[src/rtl/pf_lanectrl_dly_seq.sv]
// Multi-lane LANECTRL delay-line sequencer: runs one LOAD/MOVE tap command at a
// time inside a per-lane HS_IO clock-pause window and tracks every lane's tap offset.
module pf_lanectrl_dly_seq #(
    parameter int unsigned NUM_LANES  = 4,
    parameter int unsigned LANE_W     = 2,
    parameter int unsigned TAP_W      = 8,
    parameter int unsigned PAUSE_PRE  = 2,
    parameter int unsigned PAUSE_POST = 2,
    parameter int unsigned MOVE_GAP   = 3
) (
    input  logic                 FAB_CLK,
    input  logic                 RESET_N,
    input  logic                 REQ_VALID,
    output logic                 REQ_READY,
    input  logic [LANE_W-1:0]    REQ_LANE,
    input  logic                 REQ_SEL,
    input  logic                 REQ_LOAD,
    input  logic                 REQ_DIR,
    input  logic [TAP_W-1:0]     REQ_COUNT,
    input  logic [NUM_LANES-1:0] RX_OOR,
    input  logic [NUM_LANES-1:0] TX_OOR,
    output logic [NUM_LANES-1:0] DELAY_LINE_SEL,
    output logic [NUM_LANES-1:0] DELAY_LINE_LOAD,
    output logic [NUM_LANES-1:0] DELAY_LINE_MOVE,
    output logic [NUM_LANES-1:0] DELAY_LINE_DIRECTION,
    output logic [NUM_LANES-1:0] HS_IO_CLK_PAUSE,
    output logic                 DONE,
    output logic                 ERR,
    output logic [TAP_W-1:0]     STEPS_DONE,
    output logic [TAP_W-1:0]     TAP_POS
);

    localparam int unsigned      CNT_W     = 4;
    localparam int unsigned      NPOS      = 1 << LANE_W;
    localparam logic [TAP_W-1:0] POS_MAX   = {1'b0, {(TAP_W-1){1'b1}}};
    localparam logic [TAP_W-1:0] POS_MIN   = {1'b1, {(TAP_W-1){1'b0}}};
    localparam logic [CNT_W-1:0] PRE_LAST  = CNT_W'(PAUSE_PRE);
    localparam logic [CNT_W-1:0] POST_LAST = CNT_W'(PAUSE_POST);
    localparam logic [CNT_W-1:0] GAP_LAST  = CNT_W'(MOVE_GAP);

    typedef enum logic [2:0] {
        S_IDLE,
        S_PRE,
        S_ACT,
        S_GAP,
        S_POST,
        S_FIN
    } state_t;

    state_t               r_state;
    logic [CNT_W-1:0]     r_cnt;
    logic [LANE_W-1:0]    r_lane;
    logic                 r_sel;
    logic                 r_load;
    logic                 r_dir;
    logic [TAP_W-1:0]     r_count;
    logic [TAP_W-1:0]     r_steps;
    logic                 r_err;
    logic                 r_sat;
    logic [TAP_W-1:0]     r_pos [2][NPOS];

    logic [NUM_LANES-1:0] r_dl_sel;
    logic [NUM_LANES-1:0] r_dl_load;
    logic [NUM_LANES-1:0] r_dl_move;
    logic [NUM_LANES-1:0] r_dl_dir;
    logic [NUM_LANES-1:0] r_pause;
    logic                 r_done;
    logic                 r_err_o;
    logic [TAP_W-1:0]     r_steps_o;
    logic [TAP_W-1:0]     r_tap_pos;

    logic [NUM_LANES-1:0] w_req_oh;
    logic [NUM_LANES-1:0] w_lane_oh;
    logic                 w_oor;
    logic [TAP_W-1:0]     w_pos_cur;
    logic [TAP_W-1:0]     w_pos_nxt;
    logic                 w_sat_hit;

    assign REQ_READY = (r_state == S_IDLE) & RESET_N;

    // Lane decode for the incoming request and for the latched command.
    always_comb begin
        w_req_oh  = '0;
        w_lane_oh = '0;
        for (int i = 0; i < int'(NUM_LANES); i++) begin
            w_req_oh[i]  = (REQ_LANE == LANE_W'(i));
            w_lane_oh[i] = (r_lane == LANE_W'(i));
        end
    end

    assign w_oor     = |((r_sel ? TX_OOR : RX_OOR) & w_lane_oh);
    assign w_pos_cur = r_pos[r_sel][r_lane];

    // Signed +/-1 step that sticks at the range limits and flags the overflow.
    always_comb begin
        w_pos_nxt = w_pos_cur;
        w_sat_hit = 1'b0;
        if (r_dir) begin
            if (w_pos_cur == POS_MAX) w_sat_hit = 1'b1;
            else                      w_pos_nxt = w_pos_cur + TAP_W'(1);
        end else begin
            if (w_pos_cur == POS_MIN) w_sat_hit = 1'b1;
            else                      w_pos_nxt = w_pos_cur - TAP_W'(1);
        end
    end

    // Sequencer: outputs are registered alongside the state they belong to.
    always_ff @(posedge FAB_CLK) begin
        if (!RESET_N) begin
            r_state   <= S_IDLE;
            r_cnt     <= '0;
            r_lane    <= '0;
            r_sel     <= 1'b0;
            r_load    <= 1'b0;
            r_dir     <= 1'b0;
            r_count   <= '0;
            r_steps   <= '0;
            r_err     <= 1'b0;
            r_sat     <= 1'b0;
            r_dl_sel  <= '0;
            r_dl_load <= '0;
            r_dl_move <= '0;
            r_dl_dir  <= '0;
            r_pause   <= '0;
            r_done    <= 1'b0;
            r_err_o   <= 1'b0;
            r_steps_o <= '0;
            r_tap_pos <= '0;
            for (int s = 0; s < 2; s++) begin
                for (int l = 0; l < int'(NPOS); l++) begin
                    r_pos[s][l] <= '0;
                end
            end
        end else begin
            r_dl_load <= '0;
            r_dl_move <= '0;
            r_done    <= 1'b0;
            case (r_state)
                S_IDLE: begin
                    if (REQ_VALID) begin
                        r_lane   <= REQ_LANE;
                        r_sel    <= REQ_SEL;
                        r_load   <= REQ_LOAD;
                        r_dir    <= REQ_DIR & ~REQ_LOAD;
                        r_count  <= REQ_COUNT;
                        r_steps  <= '0;
                        r_err    <= 1'b0;
                        r_sat    <= 1'b0;
                        r_cnt    <= CNT_W'(1);
                        r_pause  <= w_req_oh;
                        r_dl_sel <= REQ_SEL ? w_req_oh : '0;
                        r_dl_dir <= (REQ_DIR & ~REQ_LOAD) ? w_req_oh : '0;
                        r_state  <= S_PRE;
                    end
                end
                S_PRE: begin
                    if (r_cnt == PRE_LAST) begin
                        r_cnt <= CNT_W'(1);
                        if (r_load || (r_count != '0)) begin
                            r_dl_load <= r_load ? w_lane_oh : '0;
                            r_dl_move <= r_load ? '0 : w_lane_oh;
                            r_state   <= S_ACT;
                        end else begin
                            r_state <= S_POST;
                        end
                    end else begin
                        r_cnt <= r_cnt + CNT_W'(1);
                    end
                end
                S_ACT: begin
                    r_steps <= r_steps + TAP_W'(1);
                    r_cnt   <= CNT_W'(1);
                    if (r_load) begin
                        r_pos[r_sel][r_lane] <= '0;
                        r_state              <= S_POST;
                    end else begin
                        r_pos[r_sel][r_lane] <= w_pos_nxt;
                        r_sat                <= r_sat | w_sat_hit;
                        r_state              <= S_GAP;
                    end
                end
                S_GAP: begin
                    if (r_cnt == GAP_LAST) begin
                        r_cnt <= CNT_W'(1);
                        if (w_oor || r_sat) begin
                            r_err   <= 1'b1;
                            r_state <= S_POST;
                        end else if (r_steps == r_count) begin
                            r_state <= S_POST;
                        end else begin
                            r_dl_move <= w_lane_oh;
                            r_state   <= S_ACT;
                        end
                    end else begin
                        r_cnt <= r_cnt + CNT_W'(1);
                    end
                end
                S_POST: begin
                    if (r_cnt == POST_LAST) begin
                        r_pause   <= '0;
                        r_dl_sel  <= '0;
                        r_dl_dir  <= '0;
                        r_done    <= 1'b1;
                        r_err_o   <= r_err;
                        r_steps_o <= r_steps;
                        r_tap_pos <= w_pos_cur;
                        r_state   <= S_FIN;
                    end else begin
                        r_cnt <= r_cnt + CNT_W'(1);
                    end
                end
                S_FIN: begin
                    r_state <= S_IDLE;
                end
                default: begin
                    r_state <= S_IDLE;
                end
            endcase
        end
    end

    assign DELAY_LINE_SEL       = r_dl_sel;
    assign DELAY_LINE_LOAD      = r_dl_load;
    assign DELAY_LINE_MOVE      = r_dl_move;
    assign DELAY_LINE_DIRECTION = r_dl_dir;
    assign HS_IO_CLK_PAUSE      = r_pause;
    assign DONE                 = r_done;
    assign ERR                  = r_err_o;
    assign STEPS_DONE           = r_steps_o;
    assign TAP_POS              = r_tap_pos;

endmodule

[config.mk]
export PLATFORM = sky130hd
export DESIGN_NAME = pf_lanectrl_dly_seq
export DESIGN_NICKNAME = d
export VERILOG_FILES = /design/src/rtl/pf_lanectrl_dly_seq.sv
export SDC_FILE = /design/constraint.sdc
export NUM_CORES = 1
export LEC_CHECK = 0
export CAP_MARGIN = 20
export CORE_MARGIN = 3
export CORE_UTILIZATION = 35
export CTS_CLUSTER_DIAMETER = 100
export CTS_CLUSTER_SIZE = 20
export DETAILED_ROUTE_END_ITERATION = 10
export RECOVER_POWER = 50
export SETUP_SLACK_MARGIN = 0.05
export SYNTH_ARGS = -nofsm -noshare
export SYNTH_HDL_FRONTEND = slang
export SYNTH_SLANG_ARGS = --single-unit
[constraint.sdc]
create_clock -name FAB_CLK -period 4.45 [get_ports FAB_CLK]
set_clock_uncertainty 0.1 [all_clocks]
set_input_delay 0.89 -clock FAB_CLK [delete_from_list [all_inputs] [get_ports FAB_CLK]]
set_output_delay 0.89 -clock FAB_CLK [all_outputs]
set_load 0.02 [all_outputs]
Figure 1. Signal metal coverage by tile.
The die is cut into 28 by 28 equal tiles; white is low, dark blue is high, scaled to the fullest tile. Values are wire area over tile area, all layers added.
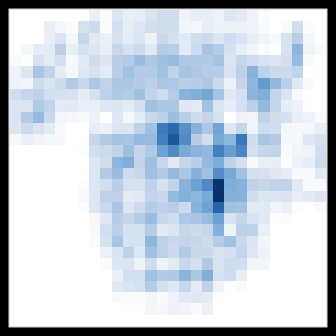
fullest tile = 0.87
tiles over half the peak = 3.2%
mean over tiles = 0.14
emptiest ninth of the die = bottom left
nearly empty tiles = 32%
global router's overall resource usage: 0.169
per-cell routed wire length: 18.2 µm
detailed-route wire length: 16400 µm
overall via count from detail_route: 5049

==> deck_impl_summary.md <==
Synthesis and Place & Route Summary

Run status
  • Outcome: complete, but fails checks
  • Failing checks: max-capacitance violations

Setup path
  • Worst setup path category: reg2reg
  • Crit-path leading delay family: simple AND/OR/NAND/NOR gates
  • Master of the slowest instance on the critical path: mux4_1
  • Critical path capture point type: register
  • CP Depth: 7
  • CP arrival: 3.87 ns
  • Cell count of the worst reg-to-reg path: 7
  • Worst Path Max Fanout: 16
  • Data required time of the worst path: 4.50 ns
  • Crit path largest cell delay: 0.65 ns
  • Number of buffers and inverters on the critical path: 1
  • List of cells traversed by the critical path: buf_4, mux4_1, mux2i_4, nand4_2, or4_1, a21oi_1, nor3_1
  • Crit path launch type: register

Die
  • Starting density of the core: 0.361
  • Die boundary height: 140 µm
  • IO Pins: 63
  • Die Span X: 140 µm
  • Core ar.: 0.0174 mm²
  • Std cell rows: 48
  • DIE AREA: 0.0196 mm²

CTS
  • Maximum clock insertion buffer count: 2
  • Number of CTS-inserted buffers: 17
  • Clk Latency, worst-skew pair: 0.43 ns
  • Number of sinks on the clock net: 133
  • CTS tree: yes
  • Master cell of the clock root buffer: clkbuf_16
  • Post-CTS clock slew at the launch and capture registers of the worst setup and hold paths: 0.07 ns
  • Hold-fix buffers at CTS: 0
  • CTS H-Tree Depth: 4
  • # Post-CTS Setup Buffers: 0
  • Post-cts sizing count: 0

Placement
  • Count of buffers inserted at the top-level ports: 62
  • Detailed placer's ending HPWL: 11500 µm
  • Standard cell area after detailed placement: 0.00709 mm²
  • Global placer's final weighted congestion: 0.889

Pwr
  • Leakage power total: 2.79 nW
  • Max rail drop VDD: 0.315 mV
  • Ratio of total power to cell area: 512 mW/mm²

Synth
  • Area of the mapped netlist: 0.00628 mm²
  • Synth area leader: edfxtp_1
  • Top cell types by occurrence after synthesis: nor2_1, dfxtp_1, edfxtp_1, nand2_1, a21oi_1
  • Synth top area share: 0.306
  • Dominant cells by area after synthesis: edfxtp_1, dfxtp_1, nor2_1, mux4_2, a21oi_1
  • Seq cells post-synth: 133
  • Syn. warnings: 0
  • Share of flip-flops with an asynchronous set or reset after synthesis: 0
  • Synthesized area per cell: 10.3 µm²
  • Register area share after synthesis: 0.526
  • Most repeated cell in the gate-level netlist after synthesis: nor2_1
  • Cells after synthesis: 613
  • Top flip-flop cell by instance count after synthesis: dfxtp_1
  • Distinct lib cells used: 65
  • Post-synthesis net count: 643
  • Summed standard-cell area reported by yosys: 0.00628 mm²
  • Number of enable flip-flop cells: 64
  • Yosys stat cell total: 613

Flow run
  • Number of warning messages in the logs: 29
  • Reported max-cap violation count: 1

Route
  • Post-route DRC: 0
  • Drt first pass iters: 6
  • Remaining number of nets flagged by the antenna check after routing: 0
  • Vias per inst: 5.59
  • DR iter-0 viols: 416

STA
  • Final Cycle Share: 0.861
  • Worst Tran Pin Value: 1.48 ns
  • Post-route setup TNS: 0 ns
  • Worst rel slew slack: 0.00574
  • Final setup fails: 0
  • Upper clock frequency limit: 0.261 GHz
  • Minimum period implied by the final worst setup slack: 3.83 ns
  • Setup repair after global routing missed its margin: false
  • Final count of pins violating max slew: 0
  • Number of hold violations in the final report: 0

Global routing
  • Number of antenna violations at the first check in global routing: 0
  • Grt total ovfl: 0
  • Number of global-route vias before repair: 4854
  • Largest net degree at the start of global routing: 35
  • Wire length of the first global-routing pass: 26000 µm

Cells and area
  • Number of inserted diodes: 0
  • Nets@finish: 695
  • Area of all placed cells without fillers: 0.00772 mm²
  • Proportion of layout cells with a drive suffix above 1: 0.130
  • Synth-to-Final Area Change: 22.9%

Min path
  • Cell count of the worst hold path: 2
  • Worst hold-check path type: reg2reg
Figure 2. Zoomed window.
The bar under the picture is 5 µm long. Window x 95 to 115, y 95 to 115 µm. Cells in grey, sequential cells in the stronger grey; small squares are vias.
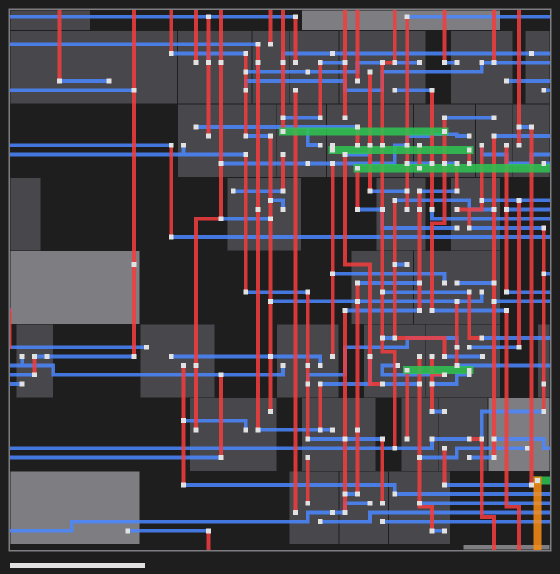
orange -> metal 4
blue -> metal 1
red -> metal 2
green -> metal 3
cells with their middle in the window = 30
sequential cells in the window = 1
most frequent = a21oi_1 (4)
netlist names of flops here include = r_steps (1)

## report_power, final
group,internal (mW),total [mW],switching [mW]
clock,0.881,1.46,0.583
sequential,1.36,1.45,0.0950
combinational,0.376,1.04,0.660
total,2.62,3.95,1.34
## through the flow
stage	hold slack [ns]	worst slack (ns)	instances	power, mW	utilization
after global routing	0.376	0.344	903	4.14	0.443
after floorplan	0.332	0.951	613	2.23	-
after global placement	0.349	0.786	870	2.48	0.407
after CTS	0.360	0.626	902	3.97	0.444
after detailed placement	0.348	0.697	870	2.50	0.407
final	0.357	0.620	903	3.95	0.443
## worst paths after layout
check / from / endpoint / slack [ns]
max: register / r_pos[0][24] / 0.62
min: ERR / ERR / 0.36
max reg2reg: register / r_pos[0][24] / 0.62
min reg2reg: ERR / ERR / 0.36
## state kept, by name, summed over array words and instances (netlist names), 8 cells and up, named ones only
signal / cells
r_count: 8
r_steps: 8
TAP_POS: 8
r_pos: 64
STEPS_DONE: 8
## tightest hold or removal path: cells and delay by family (launching register included)
family	cells	cell delay, ns
flops	1	0.31
simple gates	1	0.05
compound gates	1	0.05
## placed cells by master (no fill, tap or decap), drive strengths merged, types with 8 or more instances in the layout
master / n
inv: 13
xor2: 8
nand2: 62
edfxtp: 64
a211oi: 8
nor2: 89
a21oi: 57
mux2i: 13
nand3: 14
nor3: 23
or3: 10
clkdlybuf4s50: 23
mux4: 14
nor4: 9
clkbuf: 25
o21ai: 22
dlygate4sd3: 39
dfxtp: 69
buf: 12
a22oi: 9
## area by class of cell
| class | count | area (µm²) |
|---|---|---|
| inverters | 8 | 30.0 |
| clock inverters | 10 | 93.8 |
| flip-flops and latches | 133 | 3300 |
| well taps | 225 | 282 |
| multi-input cells | 428 | 2750 |
| clock buffers | 22 | 539 |
| fillers | 1649 | 9690 |
| repair buffers | 77 | 722 |
## metal layers
metal	vias up	part of all wire	global-route usage
met5	-	0	0
met4	0	0.027	0.0790
met3	37	0.072	0.0403
met2	216	0.46	0.258
met1	2442	0.45	0.228
li1	2354	-	-
## logic make-up after synthesis
logic type	count (synthesis)	share of synthesized area
AND-OR/OR-AND	130	0.131
XOR/XNOR	11	0.0153
adder cells (fa/ha/maj)	6	0.0119
buffers and inverters	52	0.0362
flip-flops	133	0.526
multiplexers	34	0.0912
AND/OR/NAND/NOR	247	0.189
No activity file was given, so power comes from the tool's default toggle rates.
